--- config.mk ---
export PLATFORM = sky130hd
export DESIGN_NAME = keygen_mat_sched
export DESIGN_NICKNAME = d
export VERILOG_FILES = /design/src/rtl/keygen_pkg.sv /design/src/rtl/keygen_tag_pipe.sv /design/src/rtl/keygen_mat_sched.sv
export SDC_FILE = /design/constraint.sdc
export NUM_CORES = 1
export LEC_CHECK = 0
export ABC_AREA = 1
export ABC_CLOCK_PERIOD_IN_PS = 4800
export CAP_MARGIN = 20
export CORE_UTILIZATION = 62
export CTS_BUF_LIST = sky130_fd_sc_hd__clkbuf_4 sky130_fd_sc_hd__clkbuf_8
export CTS_CLUSTER_SIZE = 28
export DETAILED_ROUTE_END_ITERATION = 12
export GPL_ROUTABILITY_DRIVEN = 0
export GPL_TIMING_DRIVEN = 0
export PLACE_DENSITY = 0.89
export REMOVE_ABC_BUFFERS = 1
export SKIP_LAST_GASP = 1
export SYNTH_ARGS = -nofsm -noshare
export SYNTH_HDL_FRONTEND = slang
export SYNTH_HIERARCHICAL = 1
export SYNTH_SLANG_ARGS = --single-unit
--- constraint.sdc ---
create_clock -name clk -period 4.8 [get_ports clk]
set_input_delay 1.44 -clock clk [delete_from_list [all_inputs] [get_ports clk]]
set_output_delay 1.44 -clock clk [all_outputs]
set_load 0.01 [all_outputs]
--- src/rtl/keygen_pkg.sv ---
// Shared constants for the key-generation matrix sequencer: default code
// parameters, FSM state encodings, operand/result select codes and a width helper.
package keygen_pkg;

   // Default code parameters (prime Q, correctable errors T) and derived sizes
   localparam int unsigned Q_DEF  = 19;
   localparam int unsigned T_DEF  = 10;
   localparam int unsigned NR_DEF = Q_DEF * Q_DEF;
   localparam int unsigned KC_DEF = NR_DEF + 2 * T_DEF * Q_DEF;

   // FSM state encoding
   localparam logic [2:0] ST_IDLE      = 3'd0;
   localparam logic [2:0] ST_GP_ISSUE  = 3'd1;
   localparam logic [2:0] ST_GP_DRAIN  = 3'd2;
   localparam logic [2:0] ST_SGP_ISSUE = 3'd3;
   localparam logic [2:0] ST_SGP_DRAIN = 3'd4;
   localparam logic [2:0] ST_DONE      = 3'd5;

   // op_sel / wr_sel codes
   localparam logic SEL_GP  = 1'b0;
   localparam logic SEL_SGP = 1'b1;

   // Bits needed to index n items; never less than one bit
   function automatic int unsigned addr_w(input int unsigned n);
      return (n > 1) ? $clog2(n) : 1;
   endfunction

endpackage

--- src/rtl/keygen_tag_pipe.sv ---
// Result tag pipeline: tracks {valid, sel, addr} for every issued operand pair
// so that the write address lines up with the datapath result LAT cycles later.
module keygen_tag_pipe #(
   parameter int unsigned LAT = 2,
   parameter int unsigned AW  = 5
) (
   input  logic          clk,
   input  logic          reset_n,
   input  logic          flush,
   input  logic          push_valid,
   input  logic          push_sel,
   input  logic [AW-1:0] push_addr,
   output logic          head_valid,
   output logic          head_sel,
   output logic [AW-1:0] head_addr,
   output logic          tail_empty
);

   logic [LAT-1:0] vld_q;
   logic [LAT-1:0] sel_q;
   logic [AW-1:0]  addr_q [LAT];

   // Shift every cycle; flush discards all in-flight tags
   always_ff @(posedge clk or negedge reset_n) begin
      if (!reset_n) begin
         vld_q <= '0;
         sel_q <= '0;
         for (int i = 0; i < LAT; i++) addr_q[i] <= '0;
      end else if (flush) begin
         vld_q <= '0;
         sel_q <= '0;
         for (int i = 0; i < LAT; i++) addr_q[i] <= '0;
      end else begin
         vld_q[0]  <= push_valid;
         sel_q[0]  <= push_sel;
         addr_q[0] <= push_addr;
         for (int i = 1; i < LAT; i++) begin
            vld_q[i]  <= vld_q[i-1];
            sel_q[i]  <= sel_q[i-1];
            addr_q[i] <= addr_q[i-1];
         end
      end
   end

   // tail_empty: nothing behind the head, so the pipe empties after this cycle
   always_comb begin
      tail_empty = 1'b1;
      for (int i = 0; i < int'(LAT) - 1; i++) begin
         if (vld_q[i]) tail_empty = 1'b0;
      end
   end

   assign head_valid = vld_q[LAT-1];
   assign head_sel   = sel_q[LAT-1];
   assign head_addr  = addr_q[LAT-1];

endmodule

--- src/rtl/keygen_mat_sched.sv ---
// Key-generation matrix sequencer: issues G.P then S.GP operand addresses,
// tracks results through the dot-product latency and generates write addresses.
module keygen_mat_sched
   import keygen_pkg::*;
#(
   parameter int unsigned Q   = Q_DEF,
   parameter int unsigned T   = T_DEF,
   parameter int unsigned LAT = 2,
   // Derived sizes; not meant to be overridden
   parameter int unsigned NR  = Q * Q,
   parameter int unsigned KC  = NR + 2 * T * Q,
   parameter int unsigned RW  = addr_w(NR),
   parameter int unsigned CW  = addr_w(KC),
   parameter int unsigned AW  = addr_w(NR * KC)
) (
   input  logic          clk,
   input  logic          reset_n,
   input  logic          start,
   input  logic          abort,
   input  logic          mats_ready,
   input  logic          op_ready,
   input  logic          res_valid,
   output logic          op_valid,
   output logic          op_sel,
   output logic [RW-1:0] g_row_addr,
   output logic [CW-1:0] p_col_addr,
   output logic [RW-1:0] s_row_addr,
   output logic [CW-1:0] gp_col_addr,
   output logic          wr_en,
   output logic          wr_sel,
   output logic [AW-1:0] wr_addr,
   output logic          busy,
   output logic          done,
   output logic          err
);

   logic [2:0]    state_q, state_d;
   logic [RW-1:0] row_q, row_d;
   logic [CW-1:0] col_q, col_d;
   logic [AW-1:0] tag_q, tag_d;
   logic          err_q, err_d;

   logic          in_gp, in_sgp, issue, issue_sel;
   logic          row_last, col_last, mismatch;
   logic          pipe_valid, pipe_sel, pipe_drained;
   logic [AW-1:0] pipe_addr;

   assign in_gp     = (state_q == ST_GP_ISSUE);
   assign in_sgp    = (state_q == ST_SGP_ISSUE);
   assign issue     = (in_gp || in_sgp) && op_ready && !abort;
   assign issue_sel = in_sgp ? SEL_SGP : SEL_GP;
   assign row_last  = (row_q == RW'(NR - 1));
   assign col_last  = (col_q == CW'(KC - 1));
   assign mismatch  = (res_valid != pipe_valid);

   keygen_tag_pipe #(
      .LAT (LAT),
      .AW  (AW)
   ) u_tag_pipe (
      .clk        (clk),
      .reset_n    (reset_n),
      .flush      (abort),
      .push_valid (issue),
      .push_sel   (issue_sel),
      .push_addr  (tag_q),
      .head_valid (pipe_valid),
      .head_sel   (pipe_sel),
      .head_addr  (pipe_addr),
      .tail_empty (pipe_drained)
   );

   // Next-state: FSM, row/col counters and running write-address tag
   always_comb begin
      state_d = state_q;
      row_d   = row_q;
      col_d   = col_q;
      tag_d   = tag_q;
      err_d   = err_q;
      if (abort) begin
         state_d = ST_IDLE;
         row_d   = '0;
         col_d   = '0;
         tag_d   = '0;
      end else begin
         if (mismatch) err_d = 1'b1;
         case (state_q)
            ST_IDLE: begin
               if (start && mats_ready) begin
                  state_d = ST_GP_ISSUE;
                  err_d   = 1'b0;
                  row_d   = '0;
                  col_d   = '0;
                  tag_d   = '0;
               end
            end
            // Row-major walk; tag steps by NR down a GP column, restarts at r+1
            ST_GP_ISSUE: begin
               if (op_ready) begin
                  if (col_last) begin
                     col_d = '0;
                     if (row_last) begin
                        row_d   = '0;
                        tag_d   = '0;
                        state_d = ST_GP_DRAIN;
                     end else begin
                        row_d = row_q + 1'b1;
                        tag_d = AW'(row_q) + AW'(1);
                     end
                  end else begin
                     col_d = col_q + 1'b1;
                     tag_d = tag_q + AW'(NR);
                  end
               end
            end
            ST_GP_DRAIN: begin
               if (pipe_drained) state_d = ST_SGP_ISSUE;
            end
            // Column-major walk; tag is simply sequential
            ST_SGP_ISSUE: begin
               if (op_ready) begin
                  tag_d = tag_q + AW'(1);
                  if (row_last) begin
                     row_d = '0;
                     if (col_last) begin
                        col_d   = '0;
                        tag_d   = '0;
                        state_d = ST_SGP_DRAIN;
                     end else begin
                        col_d = col_q + 1'b1;
                     end
                  end else begin
                     row_d = row_q + 1'b1;
                  end
               end
            end
            ST_SGP_DRAIN: begin
               if (pipe_drained) state_d = ST_DONE;
            end
            default: state_d = ST_IDLE;
         endcase
      end
   end

   // State registers
   always_ff @(posedge clk or negedge reset_n) begin
      if (!reset_n) begin
         state_q <= ST_IDLE;
         row_q   <= '0;
         col_q   <= '0;
         tag_q   <= '0;
         err_q   <= 1'b0;
      end else begin
         state_q <= state_d;
         row_q   <= row_d;
         col_q   <= col_d;
         tag_q   <= tag_d;
         err_q   <= err_d;
      end
   end

   // Outputs: addresses only driven in their own phase; writes only for expected results
   always_comb begin
      op_valid    = issue;
      op_sel      = in_sgp ? SEL_SGP : SEL_GP;
      g_row_addr  = in_gp  ? row_q : '0;
      p_col_addr  = in_gp  ? col_q : '0;
      s_row_addr  = in_sgp ? row_q : '0;
      gp_col_addr = in_sgp ? col_q : '0;
      wr_en       = res_valid && pipe_valid && !abort;
      wr_sel      = wr_en ? pipe_sel : SEL_GP;
      wr_addr     = wr_en ? pipe_addr : '0;
      busy        = (state_q != ST_IDLE);
      done        = (state_q == ST_DONE) && !abort;
      err         = err_q;
   end

endmodule

==> results.json, run 1 <==
{
  "number_of_fill_cells_in_the_layout": 615,
  "number_of_nets_in_the_layout": 837,
  "report.power.total_w": 0.001941,
  "status": "completed",
  "top_usage_layer": "met2",
  "timing.hold.ws_ps": 467.2,
  "grt_overflow_total": 0,
  "power_density_mw_per_mm2": 321.7,
  "average_routed_wire_per_standard_cell_um": 13.63,
  "number_of_flops_mapped_to_enable_cells_by_yosys": 0,
  "floorplan.core_util_pct": 64.17,
  "critPathSlowestCell": "sky130_fd_sc_hd__clkdlybuf4s50_1",
  "setup_violations": 0,
  "clock_power_share_pct": 27.4,
  "hold-path-cell-count": 2,
  "openroad.warnings": 27,
  "worst_setup_path_end_kind": "output port",
  "setup_slack_ps": 118.9,
  "grt_max_degree": 49,
  "worstHoldStart": "u_tag_pipe/addr_q[28]",
  "min_period_over_period_pct": 97.52,
  "yosys-stat-area_mm2": 0.005273,
  "endpoint": "wr_addr[2]",
  "first_iter_violations": 506,
  "route.met2.wl_um": 6292,
  "netlist_top_cells_area": "sky130_fd_sc_hd__dfrtp_1 (40%), sky130_fd_sc_hd__nand2_1 (14%), sky130_fd_sc_hd__nor2_1 (10%), sky130_fd_sc_hd__inv_1 (9.0%), sky130_fd_sc_hd__nand3_1 (8.5%)",
  "rsz_0062_raised_after_global_routing": "false",
  "yosys-stat-cells": 787,
  "routed_wl_um": 12730,
  "place.detailed.hpwl_um": 8664,
  "grt_antenna_before_repair": 0,
  "portBuffers": 70,
  "grt_pass1_wl_um": 21040,
  "route.top_layer_used": "met4",
  "ff2ff_setup_slack_ps": 2190,
  "synth.logic.top_family": "simple AND/OR/NAND/NOR gates",
  "timing_worst_setup_path_type": "in2out",
  "dominant_cells": "combinational gates",
  "ff2ff_path_depth": 9,
  "power_share_of_the_combinational_group_pct": 32.2,
  "cpLargestDelayFamily": "buffers and inverters",
  "setup-tns-final_ps": 0,
  "synth.most_common_cell": "sky130_fd_sc_hd__nand2_1",
  "flop_cell": "sky130_fd_sc_hd__dfrtp_1",
  "slew-limit-headroom_pct": 54.52,
  "drive_gt1_share_pct": 5.549,
  "chipArea_mm2": 0.008876,
  "synth_cell_type_count": 32,
  "timing.critical_path.slowest_cell_delay_ps": 570,
  "cts.sinks": 84,
  "synth-compound-area-share_pct": 5.268,
  "row_count": 33,
  "synth.cellmix.adderShare_pct": 1.424,
  "commonest_non_fill_non_tap_cells_in_the_layout": "sky130_fd_sc_hd__nand2_1 (200), sky130_fd_sc_hd__nor2_1 (140), sky130_fd_sc_hd__inv_1 (126)",
  "grt_overall_usage_pct": 29.99,
  "synth.avg_cell_area_um2": 6.700,
  "power_sequential_w": 0.000785,
  "syn_area_mm2": 0.005273,
  "comb_cells": 525,
  "grt_util_met3_pct": 4.126
}
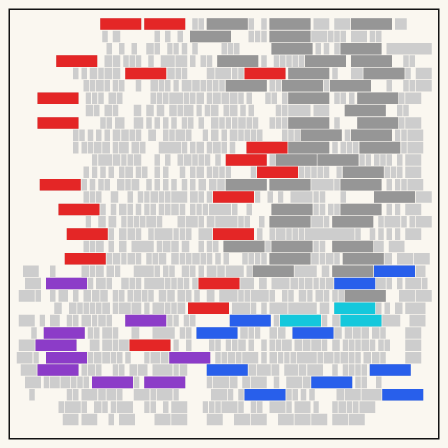
**Above:** run 1 (sequential cells grouped by signal name).
Other sequential cells in the stronger grey, the rest of the logic in the fainter grey.
[`row_q`] purple | flops: 9 | where: south-west
[`col_q`] blue | flops: 10
[`state_q`] cyan | flops: 3
[`tag_q`] red | flops: 19
not coloured: 43

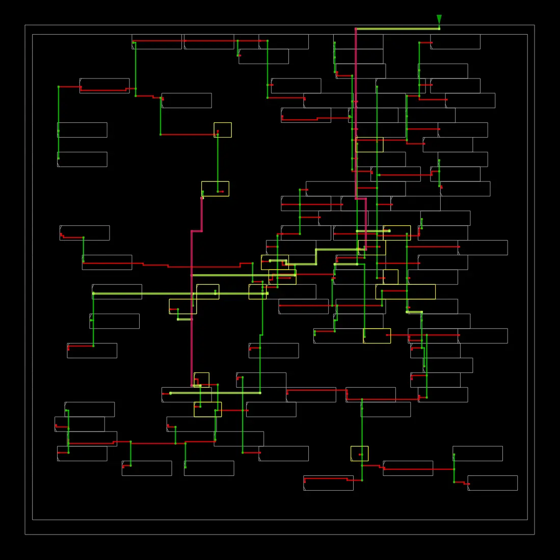
**Above:** run 1 (clock routing).
clock distribution power: 0.000531 W
Skew-Pair Late Insertion Delay: 350 ps

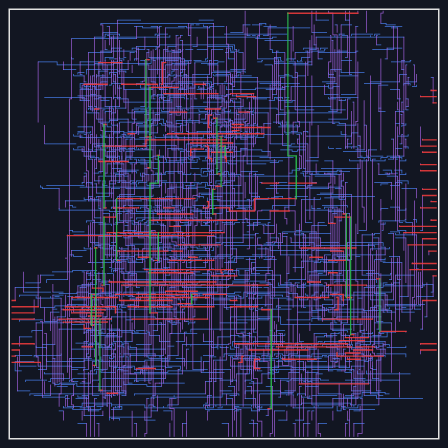
**Above:** run 1 (wiring by layer).
[met1] blue | wire length: 5,160 µm
[met4] green | wire length: 325 µm
[met2] purple | wire length: 6,290 µm
[met3] red | wire length: 952 µm

## Run 2: what changed since run 1
--- a/config.mk
+++ b/config.mk
@@ -16,6 +16,7 @@
 export GPL_TIMING_DRIVEN = 0
 export PLACE_DENSITY = 0.89
 export REMOVE_ABC_BUFFERS = 1
+export SETUP_SLACK_MARGIN = 0.3
 export SKIP_LAST_GASP = 1
 export SYNTH_ARGS = -nofsm -noshare
 export SYNTH_HDL_FRONTEND = slang
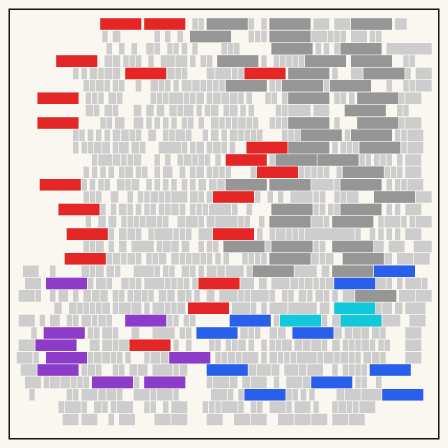
**Above:** run 2 (sequential cells grouped by signal name).
Other sequential cells in the stronger grey, the rest of the logic in the fainter grey.
[`row_q`] purple | flops: 9 | where: south-west
[`state_q`] cyan | flops: 3
[`col_q`] blue | flops: 10
[`tag_q`] red | flops: 19

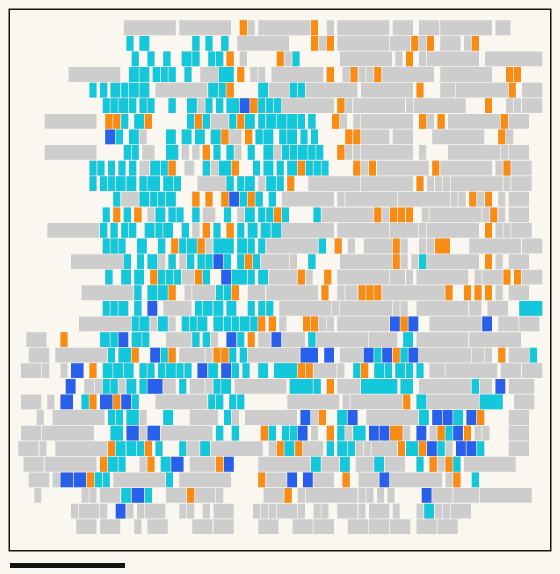
**Above:** run 2 (logic cells by family).
Scale bar: 20 µm.
[NAND gates] cyan | cells: 308 | most used: nand2_1
[inverting AOI/OAI gates] blue | cells: 52 | most used: o21ai_0
[inverters] orange | cells: 133 | most used: inv_1 | where: widely spread

==> results.json, run 2 <==
{
  "status": "completed",
  "route.met2.wl_um": 6336,
  "setup-tns-final_ps": 0,
  "route.top_layer_used": "met4",
  "grt_overall_usage_pct": 30.42,
  "number_of_flops_mapped_to_enable_cells_by_yosys": 0,
  "grt_antenna_before_repair": 0,
  "worstHoldStart": "u_tag_pipe/addr_q[35]",
  "seq_share_pct": 34.70,
  "use_met2_pct": 51.21,
  "drv_slew": 0,
  "power_sequential_w": 0.000786,
  "critPathSlowestCell": "sky130_fd_sc_hd__clkdlybuf4s50_1",
  "number_of_nets_in_the_layout": 839,
  "ff2ff_setup_slack_ps": 2210,
  "timing_worst_setup_path_type": "in2out",
  "average_routed_wire_per_standard_cell_um": 13.76,
  "report.power.total_w": 0.001955,
  "timing.critical_path.slowest_cell_delay_ps": 620,
  "synth.avg_cell_area_um2": 6.700,
  "row_count": 33,
  "portBuffers": 70,
  "clock_power_share_pct": 27.3,
  "yosys-stat-cells": 787,
  "synth-compound-area-share_pct": 5.268,
  "grt_pass1_wl_um": 21290,
  "syn_area_mm2": 0.005273,
  "grt_overflow_total": 0,
  "place.detailed.hpwl_um": 8664,
  "drive_gt1_share_pct": 6.017,
  "top_usage_layer": "met2",
  "comb_cells": 526,
  "slew-limit-headroom_pct": 52.60,
  "number_of_fill_cells_in_the_layout": 608,
  "grt_max_degree": 49,
  "grt_util_met3_pct": 4.612,
  "first_iter_violations": 534,
  "chipArea_mm2": 0.008876,
  "detailroute.wirelength.met3_um": 1012,
  "openroad.warnings": 27,
  "clk-power_w": 0.000534,
  "skew_pair_late_insertion_delay_ps": 350,
  "hold-path-cell-count": 2,
  "synth.most_common_cell": "sky130_fd_sc_hd__nand2_1",
  "yosys-stat-area_mm2": 0.005273,
  "synth_cell_type_count": 32,
  "power_share_of_the_combinational_group_pct": 32.5,
  "synth.logic.top_family": "simple AND/OR/NAND/NOR gates",
  "floorplan.core_util_pct": 64.17,
  "rsz_0062_raised_after_global_routing": "false",
  "flop_cell": "sky130_fd_sc_hd__dfrtp_1",
  "power_density_mw_per_mm2": 322.8,
  "setup_violations": 0,
  "routed_wl_um": 12880,
  "cpLargestDelayFamily": "buffers and inverters",
  "cts.sinks": 84,
  "commonest_non_fill_non_tap_cells_in_the_layout": "sky130_fd_sc_hd__nand2_1 (200), sky130_fd_sc_hd__nor2_1 (139), sky130_fd_sc_hd__inv_1 (125)",
  "worst_setup_path_end_kind": "output port",
  "synth.cellmix.adderShare_pct": 1.424,
  "netlist_top_cells_area": "sky130_fd_sc_hd__dfrtp_1 (40%), sky130_fd_sc_hd__nand2_1 (14%), sky130_fd_sc_hd__nor2_1 (10%), sky130_fd_sc_hd__inv_1 (9.0%), sky130_fd_sc_hd__nand3_1 (8.5%)"
}
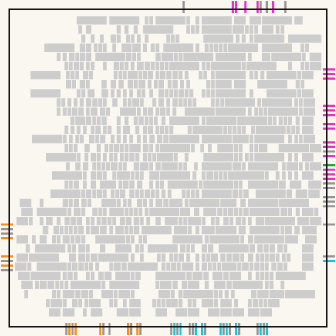
**Above:** run 2 (pin map).
Pins as bars across the die edge, other pins in grey.
[`gp_col_addr`] cyan | pins: 10 | direction: output | edge: 9 south, 1 east
[`g_row_addr`] orange | pins: 9 | direction: output | edge: 5 south, 4 west
[`wr_en`] green | pins: 1 | direction: output | edge: east
[`wr_addr`] magenta | pins: 19 | direction: output | edge: 14 east, 5 north
all pins by edge: 30 south, 24 east, 9 north, 8 west

Power is estimated from default activity; no workload was simulated.
